$ cat config.mk
export PLATFORM = sky130hd
export DESIGN_NAME = audio_i2s_tx_flat
export DESIGN_NICKNAME = d
export VERILOG_FILES = /design/src/rtl/audio_i2s_tx_if.sv /design/src/rtl/audio_i2s_tx.sv /design/src/flat_wrapper.sv
export SDC_FILE = /design/constraint.sdc
export NUM_CORES = 1
export LEC_CHECK = 0
export CAP_MARGIN = 20
export CORE_ASPECT_RATIO = 1.25
export CORE_MARGIN = 8
export CORE_UTILIZATION = 35
export CTS_BUF_LIST = sky130_fd_sc_hd__clkbuf_8
export DETAILED_ROUTE_END_ITERATION = 6
export HOLD_SLACK_MARGIN = 0.02
export PLACE_DENSITY_LB_ADDON = 0.25
export SLEW_MARGIN = 20
export SYNTH_ARGS = -nofsm -noshare
export SYNTH_HDL_FRONTEND = slang
export SYNTH_SLANG_ARGS = --single-unit
export TNS_END_PERCENT = 100
$ cat constraint.sdc
create_clock -name clk -period 2.74 [get_ports clk]
set_input_delay 0.548 -clock clk [delete_from_list [all_inputs] [get_ports clk]]
set_output_delay 0.548 -clock clk [all_outputs]
set_load 0.005 [all_outputs]
$ cat src/rtl/audio_i2s_tx_if.sv
// Sample handshake and I2S link bundle for audio_i2s_tx.
interface audio_i2s_tx_if #(
    parameter int SAMPLE_WIDTH = 16
);
    logic [SAMPLE_WIDTH-1:0] sample_in;
    logic                    sample_in_valid;
    logic                    sample_req;
    logic                    i2s_bclk;
    logic                    i2s_lrclk;
    logic                    i2s_sdata;
    logic                    underrun;
    logic                    overrun;

    modport master (
        output sample_in, sample_in_valid,
        input  sample_req, i2s_bclk, i2s_lrclk, i2s_sdata, underrun, overrun
    );

    modport slave (
        input  sample_in, sample_in_valid,
        output sample_req, i2s_bclk, i2s_lrclk, i2s_sdata, underrun, overrun
    );
endinterface

$ cat src/rtl/audio_i2s_tx.sv
// Mono sample -> I2S transmitter with single-entry holding buffer and underrun/overrun flags.
// Build option AUDIO_I2S_TX_MUTE_ON_UNDERRUN_EN: underrun frames send zeros instead of repeating.
module audio_i2s_tx #(
    parameter int SAMPLE_WIDTH = 16,
    parameter int SLOT_WIDTH   = 32,
    parameter int BCLK_HALF    = 16
) (
    input logic           clk,
    input logic           rst,
    audio_i2s_tx_if.slave bus
);
    localparam int FRAME_BITS = 2 * SLOT_WIDTH;
    localparam int CW         = $clog2(FRAME_BITS);
    localparam int HW         = $clog2(BCLK_HALF);

    generate
        if (SAMPLE_WIDTH > SLOT_WIDTH - 1 || BCLK_HALF < 2) begin : g_param_check
            $fatal(1, "audio_i2s_tx: need SAMPLE_WIDTH <= SLOT_WIDTH-1 and BCLK_HALF >= 2");
        end
    endgenerate

    logic [HW-1:0]           half_cnt;
    logic                    bclk;
    logic [CW-1:0]           bit_cnt;
    logic                    lrclk;
    logic                    sdata;
    logic                    req;
    logic                    und;
    logic                    ovr;
    logic [SAMPLE_WIDTH-1:0] buf_data;
    logic                    buf_full;
    logic [SAMPLE_WIDTH-1:0] last_sample;

    logic                    half_wrap;
    logic                    fall;
    logic [CW-1:0]           bit_next;
    logic                    frame_start;
    logic [SAMPLE_WIDTH-1:0] underrun_word;
    logic [SAMPLE_WIDTH-1:0] load_word;
    logic [SAMPLE_WIDTH-1:0] word_next;
    logic                    lr_next;
    logic [CW-1:0]           pos_next;
    logic                    sdata_next;

    assign half_wrap   = (half_cnt == HW'(BCLK_HALF - 1));
    assign fall        = half_wrap && bclk;
    assign bit_next    = (bit_cnt == CW'(FRAME_BITS - 1)) ? '0 : bit_cnt + 1'b1;
    assign frame_start = fall && (bit_next == '0);

`ifdef AUDIO_I2S_TX_MUTE_ON_UNDERRUN_EN
    assign underrun_word = '0;
`else
    assign underrun_word = last_sample;
`endif

    // The buffer is sampled before this cycle's write, so a coincident valid waits a frame.
    assign load_word = buf_full ? buf_data : underrun_word;
    assign word_next = frame_start ? load_word : last_sample;
    assign lr_next   = (bit_next >= CW'(SLOT_WIDTH));
    assign pos_next  = lr_next ? bit_next - CW'(SLOT_WIDTH) : bit_next;

    // One-bit I2S delay: slot position 0 is idle, MSB follows at position 1.
    always_comb begin
        sdata_next = 1'b0;
        for (int i = 1; i <= SAMPLE_WIDTH; i++) begin
            if (pos_next == CW'(i)) begin
                sdata_next = word_next[SAMPLE_WIDTH-i];
            end
        end
    end

    always_ff @(posedge clk) begin
        if (rst) begin
            half_cnt    <= '0;
            bclk        <= 1'b0;
            bit_cnt     <= CW'(FRAME_BITS - 1);
            lrclk       <= 1'b0;
            sdata       <= 1'b0;
            req         <= 1'b0;
            und         <= 1'b0;
            ovr         <= 1'b0;
            buf_data    <= '0;
            buf_full    <= 1'b0;
            last_sample <= '0;
        end else begin
            half_cnt <= half_wrap ? '0 : half_cnt + 1'b1;
            if (half_wrap) begin
                bclk <= ~bclk;
            end

            req <= frame_start;
            und <= frame_start && !buf_full;
            ovr <= bus.sample_in_valid && buf_full && !frame_start;

            if (fall) begin
                bit_cnt <= bit_next;
                lrclk   <= lr_next;
                sdata   <= sdata_next;
            end

            if (frame_start) begin
                last_sample <= load_word;
            end

            if (bus.sample_in_valid) begin
                buf_data <= bus.sample_in;
                buf_full <= 1'b1;
            end else if (frame_start) begin
                buf_full <= 1'b0;
            end
        end
    end

    assign bus.sample_req = req;
    assign bus.i2s_bclk   = bclk;
    assign bus.i2s_lrclk  = lrclk;
    assign bus.i2s_sdata  = sdata;
    assign bus.underrun   = und;
    assign bus.overrun    = ovr;
endmodule

$ cat src/flat_wrapper.sv
// flat-port wrapper written by rule: the top's interface ports become plain ports
module audio_i2s_tx_flat 
#(
    parameter int SAMPLE_WIDTH = 16,
    parameter int SLOT_WIDTH   = 32,
    parameter int BCLK_HALF    = 16
)
  (clk, rst, bus_sample_in, bus_sample_in_valid, bus_sample_req, bus_i2s_bclk, bus_i2s_lrclk, bus_i2s_sdata, bus_underrun, bus_overrun);
  audio_i2s_tx_if #(.SAMPLE_WIDTH(SAMPLE_WIDTH)) bus_i ();
  input logic clk;
  input logic rst;
  input wire logic [$bits(bus_i.sample_in)-1:0] bus_sample_in;
  input wire logic [$bits(bus_i.sample_in_valid)-1:0] bus_sample_in_valid;
  output wire logic [$bits(bus_i.sample_req)-1:0] bus_sample_req;
  output wire logic [$bits(bus_i.i2s_bclk)-1:0] bus_i2s_bclk;
  output wire logic [$bits(bus_i.i2s_lrclk)-1:0] bus_i2s_lrclk;
  output wire logic [$bits(bus_i.i2s_sdata)-1:0] bus_i2s_sdata;
  output wire logic [$bits(bus_i.underrun)-1:0] bus_underrun;
  output wire logic [$bits(bus_i.overrun)-1:0] bus_overrun;
  assign bus_i.sample_in = bus_sample_in;
  assign bus_i.sample_in_valid = bus_sample_in_valid;
  assign bus_sample_req = bus_i.sample_req;
  assign bus_i2s_bclk = bus_i.i2s_bclk;
  assign bus_i2s_lrclk = bus_i.i2s_lrclk;
  assign bus_i2s_sdata = bus_i.i2s_sdata;
  assign bus_underrun = bus_i.underrun;
  assign bus_overrun = bus_i.overrun;
  audio_i2s_tx #(.SAMPLE_WIDTH(SAMPLE_WIDTH), .SLOT_WIDTH(SLOT_WIDTH), .BCLK_HALF(BCLK_HALF)) u_core (.clk(clk), .rst(rst), .bus(bus_i));
endmodule
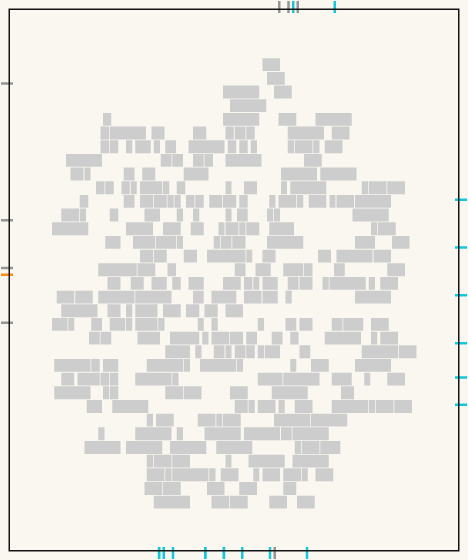
(images/pinout.png)
Pins as bars across the die edge, other pins in gray.
[cyan] `bus_sample_in` | pins: 16 | direction: input | edge: 8 bottom, 6 right, 2 top
[orange] `rst` | pins: 1 | direction: input | edge: left
Port Buffer Count: 24
die height: 107 um
die width: 89.2 um

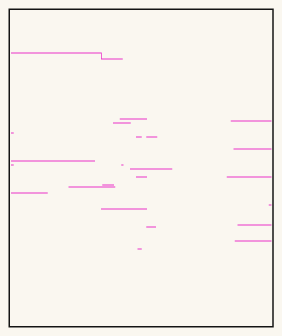
(images/m3.png)
wire length on this layer: 223 um
share of all routed wire: 4.4%

==> impl_metrics.ini <==
; generated from flow reports
[status]
outcome = complete, no violations

[route]
dr.pass1.iters = 4
wirelength_um = 5140
routedWlPerCell_um = 13.7
maxUsedRoutingLayer = met4
vias = 1857
ant_nets = 0
wl_met3_um = 223
met2WireLength_um = 2460
drc = 0
drt_iter0_drc = 94
met1Wirelength_um = 2330

[critical_path]
crit_chain = buf_4 -> a22o_1 -> o2111a_2 -> o211ai_4 -> mux2_2 -> a221oi_1 -> a2111oi_0 -> o2111ai_1 -> nand3_1
crit_slowest_cell = mux2_2
crit_start = u_core.bit_cnt[1]
endpoint_kind = flip-flop
worst-path-max-fanout = 7
worstPathArrival_ns = 2.79
reg2regPathDepth = 9
r2r-start = u_core.bit_cnt[1]
critical-path-max-stage-delay_ns = 0.39
r2r-end = u_core.bus.i2s_sdata
startpoint_type = flip-flop
critPathRequiredTime_ns = 2.93

[power_and_ir_drop]
powerDensity_mw_per_mm2 = 436
p_sw_uw = 278
p_int_uw = 949
powerClk_uw = 407
pg_comb_uw = 76.5
clock_power_share_pct = 33.2

[final_timing]
fin_crit_sh_pct = 94.9
hold_viol_final = 0
setup_slack_ns = 0.140
rsz0062_at_grt = no
worstMarginPinSlew_ns = 0.499
slew_violations = 0
fin_skew_ns = 0.00434
maxSlewHeadroom_pct = 66.7
finalSetupTns_ns = 0

[placed_design]
place_ws_ns = 0.0769
dpl.hpwl_um = 3800
place_area_sq_mm = 0.00272
place.gp.congestion = 0.904

[synth]
edf_count = 0
synth_area_per_cell_sq_um = 9.29
ys.flops = 49
ys_seq_share_pct = 41.9
fp_nets = 277
syn_area_sq_mm = 0.00234
yosysWarnings = 0
yosysTopAreaCellShare_pct = 41.9
ys_cells = 252
syn_inst = 252
most_common_cell = dfxtp_1

[finish]
clk_share_pct = 2.98
post-route-util_pct = 43.2
lay_top_count = dfxtp_1
final-nonclk-buf-share_pct = 12.8
diodes = 0
largest_class = combinational gates
inverters_excl_clock = 5
nets = 311
sh_seq_area_pct = 34.9
fin_cells = 374

[floorplan]
chipArea_sq_mm = 0.00958
tapCellCount = 87
fp.coreArea_sq_mm = 0.00652
num_rows = 33

[clock_tree]
cts_tree = built
htree_levels = 2
cts_sinks = 49
root_buffer = clkbuf_8
cts_buffer_depth = 2
clk_pin_slew_ns = 0.09
clk_latency_ns = 0.30

[global_routing]
grt_util_met3_pct = 2.98
grt_pass1_vias = 1900
grt.met2_usage_pct = 19.5
busiest_layer = met2
overflow = 0
use_met1_pct = 12.3

[run]
warnings = 30
maxCapViolCount = 0

[worst_hold_path]
hp-class = flip-flop to flip-flop
hp-start = u_core.buf_full
## metrics by stage
stage / total power, uW / hold slack (ns)
global route: 1290 / 0.483
detailed placement: 838 / 0.439
global placement: 838 / 0.446
floorplan: 799 / 0.416
finish: 1230 / 0.457
CTS: 1250 / 0.462
## cell families after synthesis
kind of cell	count (synthesis)	share of synthesized area, %
simple gates	94	19.3
flops	49	41.9
compound gates	47	14.6
mux	33	14.3
buf+inv	18	4.38
fa+ha+maj	6	3.21
xor+xnor	5	2.19
## how the worst min path moves through the flow
stage	to	slack, ns	cells past startpoint
after floorplan	u_core.bus.underrun	0.42	1
after detailed placement	u_core.bus.underrun	0.44	1
final	u_core.bus.underrun	0.46	1
after global routing	u_core.bus.underrun	0.48	1
after global placement	u_core.bus.underrun	0.45	1
after CTS	u_core.bus.underrun	0.46	1
No activity file was given, so power comes from the tool's default toggle rates.
